Figure 1. Metal 1.
Scale bar: 50 microns.
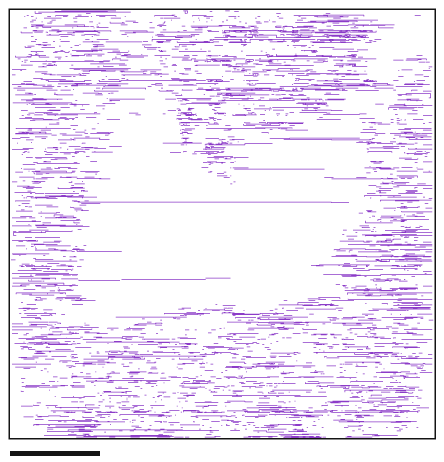
Figure 2. Signal wires on met2.
Scale bar: 50 microns. Cells faint in the background.
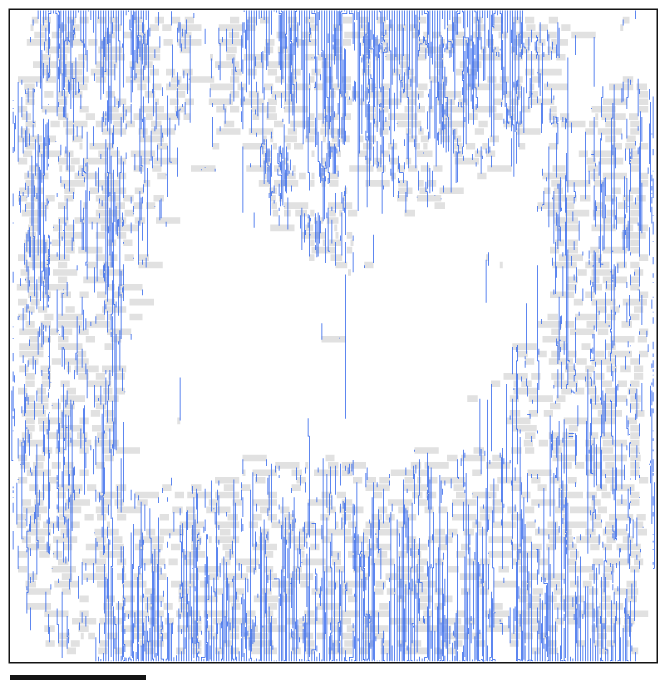
Figure 3. Metal 3.
Scale bar: 50 microns. Cells faint in the background.
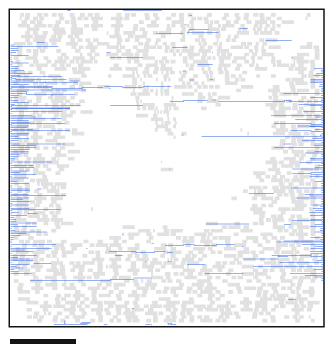
===== src/rtl/dcache_mem_arbiter_if.sv =====
// +-----------------------------------------------------------------------------+
// | dcache_mem_arbiter_if : refill/writeback requester and memory-bus signals   |
// | Rev 1.0                                                                     |
// +-----------------------------------------------------------------------------+
`default_nettype none

interface dcache_mem_arbiter_if #(
   parameter int LINE_ADDR_W = 28,
   parameter int LINE_W      = 128
);
   logic                   rd_req_valid;
   logic                   rd_req_ready;
   logic [LINE_ADDR_W-1:0] rd_req_addr;
   logic                   rd_resp_valid;
   logic [LINE_W-1:0]      rd_resp_data;

   logic                   wb_req_valid;
   logic                   wb_req_ready;
   logic [LINE_ADDR_W-1:0] wb_req_addr;
   logic [LINE_W-1:0]      wb_req_data;

   logic                   mem_valid;
   logic                   mem_ready;
   logic                   mem_wen;
   logic [31:0]            mem_addr;
   logic [LINE_W-1:0]      mem_wdata;
   logic                   mem_rvalid;
   logic [LINE_W-1:0]      mem_rdata;

   modport slave (
      input  rd_req_valid, rd_req_addr,
      input  wb_req_valid, wb_req_addr, wb_req_data,
      input  mem_ready, mem_rvalid, mem_rdata,
      output rd_req_ready, rd_resp_valid, rd_resp_data,
      output wb_req_ready,
      output mem_valid, mem_wen, mem_addr, mem_wdata
   );

   modport master (
      output rd_req_valid, rd_req_addr,
      output wb_req_valid, wb_req_addr, wb_req_data,
      output mem_ready, mem_rvalid, mem_rdata,
      input  rd_req_ready, rd_resp_valid, rd_resp_data,
      input  wb_req_ready,
      input  mem_valid, mem_wen, mem_addr, mem_wdata
   );
endinterface

`default_nettype wire


===== src/rtl/dcache_mem_arbiter.sv =====
// +-----------------------------------------------------------------------------+
// | dcache_mem_arbiter : D-cache memory-port arbiter, refill vs. writeback      |
// | Optional perf counters: define DCACHE_ARB_PERF_EN.        Rev 1.0           |
// +-----------------------------------------------------------------------------+
`default_nettype none

module dcache_mem_arbiter #(
   parameter int MAX_RD_STREAK = 4,
   parameter int LINE_ADDR_W   = 28,
   parameter int LINE_W        = 128
) (
   input  logic                 clk,
   input  logic                 rst,
   dcache_mem_arbiter_if.slave  arb_if,
   output logic                 busy_o
`ifdef DCACHE_ARB_PERF_EN
  ,output logic [31:0]          perf_rd_grants_o,
   output logic [31:0]          perf_wb_grants_o,
   output logic [31:0]          perf_raw_stalls_o
`endif
);

   typedef enum logic [1:0] {
      IDLE     = 2'd0,
      WR_ISSUE = 2'd1,
      RD_ISSUE = 2'd2,
      RD_WAIT  = 2'd3
   } state_e;

   localparam int                  STREAK_W   = 4;
   localparam logic [STREAK_W-1:0] STREAK_MAX = STREAK_W'(MAX_RD_STREAK);

   state_e                state_q, state_d;
   logic                  mem_valid_q, mem_valid_d;
   logic                  mem_wen_q, mem_wen_d;
   logic [31:0]           mem_addr_q, mem_addr_d;
   logic [LINE_W-1:0]     mem_wdata_q, mem_wdata_d;
   logic                  rd_resp_valid_q, rd_resp_valid_d;
   logic [LINE_W-1:0]     rd_resp_data_q, rd_resp_data_d;
   logic [STREAK_W-1:0]   streak_q, streak_d;

   logic both_valid, raw_hit, grant_wr, grant_rd;

   // A read to a line whose dirty copy is still queued must wait for the write.
   always_comb begin
      both_valid = arb_if.rd_req_valid & arb_if.wb_req_valid;
      raw_hit    = both_valid & (arb_if.rd_req_addr == arb_if.wb_req_addr);
      grant_wr   = 1'b0;
      grant_rd   = 1'b0;
      if (state_q == IDLE) begin
         if (raw_hit || (both_valid && streak_q == STREAK_MAX)) begin
            grant_wr = 1'b1;
         end else if (arb_if.rd_req_valid) begin
            grant_rd = 1'b1;
         end else if (arb_if.wb_req_valid) begin
            grant_wr = 1'b1;
         end
      end
   end

   always_comb begin
      state_d         = state_q;
      mem_valid_d     = mem_valid_q;
      mem_wen_d       = mem_wen_q;
      mem_addr_d      = mem_addr_q;
      mem_wdata_d     = mem_wdata_q;
      rd_resp_valid_d = 1'b0;
      rd_resp_data_d  = rd_resp_data_q;
      streak_d        = streak_q;
      case (state_q)
         IDLE: begin
            if (grant_wr) begin
               state_d     = WR_ISSUE;
               mem_valid_d = 1'b1;
               mem_wen_d   = 1'b1;
               mem_addr_d  = 32'({arb_if.wb_req_addr, 4'b0000});
               mem_wdata_d = arb_if.wb_req_data;
               streak_d    = '0;
            end else if (grant_rd) begin
               state_d     = RD_ISSUE;
               mem_valid_d = 1'b1;
               mem_wen_d   = 1'b0;
               mem_addr_d  = 32'({arb_if.rd_req_addr, 4'b0000});
               if (!arb_if.wb_req_valid) begin
                  streak_d = '0;
               end else if (streak_q < STREAK_MAX) begin
                  streak_d = streak_q + 1'b1;
               end
            end
         end
         WR_ISSUE: begin
            if (arb_if.mem_ready) begin
               state_d     = IDLE;
               mem_valid_d = 1'b0;
            end
         end
         RD_ISSUE: begin
            // A return coincident with the handshake is not legal and is ignored.
            if (arb_if.mem_ready) begin
               state_d     = RD_WAIT;
               mem_valid_d = 1'b0;
            end
         end
         RD_WAIT: begin
            if (arb_if.mem_rvalid) begin
               state_d         = IDLE;
               rd_resp_valid_d = 1'b1;
               rd_resp_data_d  = arb_if.mem_rdata;
            end
         end
         default: state_d = IDLE;
      endcase
   end

   always_ff @(posedge clk or posedge rst) begin
      if (rst) begin
         state_q         <= IDLE;
         mem_valid_q     <= 1'b0;
         mem_wen_q       <= 1'b0;
         mem_addr_q      <= '0;
         mem_wdata_q     <= '0;
         rd_resp_valid_q <= 1'b0;
         rd_resp_data_q  <= '0;
         streak_q        <= '0;
      end else begin
         state_q         <= state_d;
         mem_valid_q     <= mem_valid_d;
         mem_wen_q       <= mem_wen_d;
         mem_addr_q      <= mem_addr_d;
         mem_wdata_q     <= mem_wdata_d;
         rd_resp_valid_q <= rd_resp_valid_d;
         rd_resp_data_q  <= rd_resp_data_d;
         streak_q        <= streak_d;
      end
   end

   assign arb_if.rd_req_ready  = grant_rd;
   assign arb_if.wb_req_ready  = grant_wr;
   assign arb_if.mem_valid     = mem_valid_q;
   assign arb_if.mem_wen       = mem_wen_q;
   assign arb_if.mem_addr      = mem_addr_q;
   assign arb_if.mem_wdata     = mem_wdata_q;
   assign arb_if.rd_resp_valid = rd_resp_valid_q;
   assign arb_if.rd_resp_data  = rd_resp_data_q;
   assign busy_o               = (state_q != IDLE);

`ifdef DCACHE_ARB_PERF_EN
   logic [31:0] perf_rd_q, perf_wb_q, perf_raw_q;

   always_ff @(posedge clk or posedge rst) begin
      if (rst) begin
         perf_rd_q  <= '0;
         perf_wb_q  <= '0;
         perf_raw_q <= '0;
      end else begin
         if (grant_rd) perf_rd_q <= perf_rd_q + 32'd1;
         if (grant_wr) perf_wb_q <= perf_wb_q + 32'd1;
         if (raw_hit && state_q == IDLE) perf_raw_q <= perf_raw_q + 32'd1;
      end
   end

   assign perf_rd_grants_o  = perf_rd_q;
   assign perf_wb_grants_o  = perf_wb_q;
   assign perf_raw_stalls_o = perf_raw_q;
`endif

endmodule

`default_nettype wire


===== src/flat_wrapper.sv =====
// flat-port wrapper written by rule: the top's interface ports become plain ports
module dcache_mem_arbiter_flat 
#(
   parameter int MAX_RD_STREAK = 4,
   parameter int LINE_ADDR_W   = 28,
   parameter int LINE_W        = 128
)
  (clk, rst, busy_o, arb_if_rd_req_valid, arb_if_rd_req_addr, arb_if_wb_req_valid, arb_if_wb_req_addr, arb_if_wb_req_data, arb_if_mem_ready, arb_if_mem_rvalid, arb_if_mem_rdata, arb_if_rd_req_ready, arb_if_rd_resp_valid, arb_if_rd_resp_data, arb_if_wb_req_ready, arb_if_mem_valid, arb_if_mem_wen, arb_if_mem_addr, arb_if_mem_wdata);
  dcache_mem_arbiter_if #(.LINE_ADDR_W(LINE_ADDR_W), .LINE_W(LINE_W)) arb_if_i ();
  input  logic clk;
  input  logic rst;
  output logic busy_o;
  input wire logic [$bits(arb_if_i.rd_req_valid)-1:0] arb_if_rd_req_valid;
  input wire logic [$bits(arb_if_i.rd_req_addr)-1:0] arb_if_rd_req_addr;
  input wire logic [$bits(arb_if_i.wb_req_valid)-1:0] arb_if_wb_req_valid;
  input wire logic [$bits(arb_if_i.wb_req_addr)-1:0] arb_if_wb_req_addr;
  input wire logic [$bits(arb_if_i.wb_req_data)-1:0] arb_if_wb_req_data;
  input wire logic [$bits(arb_if_i.mem_ready)-1:0] arb_if_mem_ready;
  input wire logic [$bits(arb_if_i.mem_rvalid)-1:0] arb_if_mem_rvalid;
  input wire logic [$bits(arb_if_i.mem_rdata)-1:0] arb_if_mem_rdata;
  output wire logic [$bits(arb_if_i.rd_req_ready)-1:0] arb_if_rd_req_ready;
  output wire logic [$bits(arb_if_i.rd_resp_valid)-1:0] arb_if_rd_resp_valid;
  output wire logic [$bits(arb_if_i.rd_resp_data)-1:0] arb_if_rd_resp_data;
  output wire logic [$bits(arb_if_i.wb_req_ready)-1:0] arb_if_wb_req_ready;
  output wire logic [$bits(arb_if_i.mem_valid)-1:0] arb_if_mem_valid;
  output wire logic [$bits(arb_if_i.mem_wen)-1:0] arb_if_mem_wen;
  output wire logic [$bits(arb_if_i.mem_addr)-1:0] arb_if_mem_addr;
  output wire logic [$bits(arb_if_i.mem_wdata)-1:0] arb_if_mem_wdata;
  assign arb_if_i.rd_req_valid = arb_if_rd_req_valid;
  assign arb_if_i.rd_req_addr = arb_if_rd_req_addr;
  assign arb_if_i.wb_req_valid = arb_if_wb_req_valid;
  assign arb_if_i.wb_req_addr = arb_if_wb_req_addr;
  assign arb_if_i.wb_req_data = arb_if_wb_req_data;
  assign arb_if_i.mem_ready = arb_if_mem_ready;
  assign arb_if_i.mem_rvalid = arb_if_mem_rvalid;
  assign arb_if_i.mem_rdata = arb_if_mem_rdata;
  assign arb_if_rd_req_ready = arb_if_i.rd_req_ready;
  assign arb_if_rd_resp_valid = arb_if_i.rd_resp_valid;
  assign arb_if_rd_resp_data = arb_if_i.rd_resp_data;
  assign arb_if_wb_req_ready = arb_if_i.wb_req_ready;
  assign arb_if_mem_valid = arb_if_i.mem_valid;
  assign arb_if_mem_wen = arb_if_i.mem_wen;
  assign arb_if_mem_addr = arb_if_i.mem_addr;
  assign arb_if_mem_wdata = arb_if_i.mem_wdata;
  dcache_mem_arbiter #(.MAX_RD_STREAK(MAX_RD_STREAK), .LINE_ADDR_W(LINE_ADDR_W), .LINE_W(LINE_W)) u_core (.clk(clk), .rst(rst), .arb_if(arb_if_i), .busy_o(busy_o));
endmodule

===== config.mk =====
export PLATFORM = sky130hd
export DESIGN_NAME = dcache_mem_arbiter_flat
export DESIGN_NICKNAME = d
export VERILOG_FILES = /design/src/rtl/dcache_mem_arbiter_if.sv /design/src/rtl/dcache_mem_arbiter.sv /design/src/flat_wrapper.sv
export SDC_FILE = /design/constraint.sdc
export NUM_CORES = 1
export LEC_CHECK = 0
export CELL_PAD_IN_SITES_DETAIL_PLACEMENT = 1
export CELL_PAD_IN_SITES_GLOBAL_PLACEMENT = 1
export CORE_AREA = 2 2 235 237
export CTS_CLUSTER_SIZE = 30
export DETAILED_ROUTE_END_ITERATION = 12
export DIE_AREA = 0 0 237 239
export GPL_TIMING_DRIVEN = 0
export PLACE_DENSITY = 0.57
export SETUP_SLACK_MARGIN = 0.05
export SYNTH_ARGS = -nofsm -noshare
export SYNTH_HDL_FRONTEND = slang
export SYNTH_SLANG_ARGS = --single-unit

===== constraint.sdc =====
create_clock -name clk -period 10.9 [get_ports clk]
set_input_delay 1.635 -clock clk [delete_from_list [all_inputs] [get_ports clk]]
set_output_delay 1.635 -clock clk [all_outputs]
set_load 0.02 [all_outputs]

==> ci_impl_report.md <==
## Implementation flow summary

| Metric | Value |
|---|---|
| Status | finished, final reports clean |
| Die Width | 237 microns |
| Hold buffer count at CTS | 0 |
| IO Pins | 612 |
| GPL Wtd Cong | 0.7680 |
| Pin count of the biggest net entering global routing | 113 |
| WS Path Type | in2out |
| Most numerous logic cell after layout | clkdlybuf4s50_1 |
| Final Worst Setup Slack | 4.432 ns |
| Yosys warns | 0 |
| Comb/total area | 20.01% |
| Fmax | 154.6 MHz |
| Pre-antenna DRT Iters | 5 |
| Post-place setup slack | 4.468 ns |
| Top post-synthesis cells by count | dfrtp_1 (293), mux2_2 (177), mux2_1 (79) |
| Non-clk buf share | 32.34% |
| # DRC | 0 |
| Total leakage power | 0.008106 uW |
| Post-synth top flop | dfrtp_1 |
| Critical-path cell list | clkdlybuf4s50_1, xor2_1, nor4_1, nand2_1, o41a_1, clkinv_2, buf_8, buf_6, clkdlybuf4s50_1 |
| CLK BUF | 55 |
| Post-place instance area | 0.01864 sq mm |
| Clock buffer depth | 3 |
| Worst Path Required | 9.27 ns |
| Core footprint | 0.05434 sq mm |
| Synth area leader | dfrtp_1 |
| Comb area leader | multiplexers |
| CP endpoint kind | primary output |
| Vias in the first global route | 9763 |
| Combinational share of power | 47.9% |
| Hold Crit Class | reg2reg |
| Crit path from | arb_if_wb_req_addr[15] |
| Post-route insts no fill | 2121 |
| Design Power | 6007 uW |
| Final Setup Violations | 0 |
| Hold path endpoint | u_core.arb_if.mem_wdata[66]$_DFFE_PP0P_ |
| Port Buffers | 606 |
| Compound-Gate Fraction of Synth Area | 3.264% |
| Reg-to-reg slack, setup | 8.31 ns |
| Post-route ant nets | 0 |
| Switch share | 35.92% |
Back to the opening pictures, Figure 1:
- share of all routed wire: 38%
- wire length on this layer: 16400 microns
- main direction: horizontal
total vias in the final route: 8779
M1 GR Usage: 16.77%
Post-Route WL: 43570 microns

Back to the opening pictures, Figure 2:
- main direction: vertical
- nets with wire on the layer: 1647
- longest straight run: 74.1 microns
- share of all routed wire: 51%
GR Util met2: 26.63%

Back to the opening pictures, Figure 3:
- share of all routed wire: 8.6%
- main direction: horizontal
- nets with wire on the layer: 271
- wire length on this layer: 3750 microns
- longest straight run: 89.9 microns
GR Util met3: 5.774%

registers in the layout, summed over array words and instances, names as in the netlist:
| signal | cells |
|---|---|
| u_core.arb_if.mem_addr | 28 |
| u_core.arb_if.mem_valid | 1 |
| u_core.arb_if.mem_wdata | 128 |
| u_core.arb_if.mem_wen | 1 |
| u_core.arb_if.rd_resp_data | 128 |
| u_core.arb_if.rd_resp_valid | 1 |
| u_core.state_q | 2 |
| u_core.streak_q | 4 |
routing by layer:
metal / global-route usage [%] / part of all wire, % / vias to the layer above
met2: 26.63 / 51 / 338
met3: 5.774 / 8.6 / 70
met4: 4.852 / 2.6 / 4
met5: 0 / 0.062 / -
met1: 16.77 / 38 / 4436
li1: - / - / 3931
Power figures rest on the tool's default switching activity, not on a simulated workload.
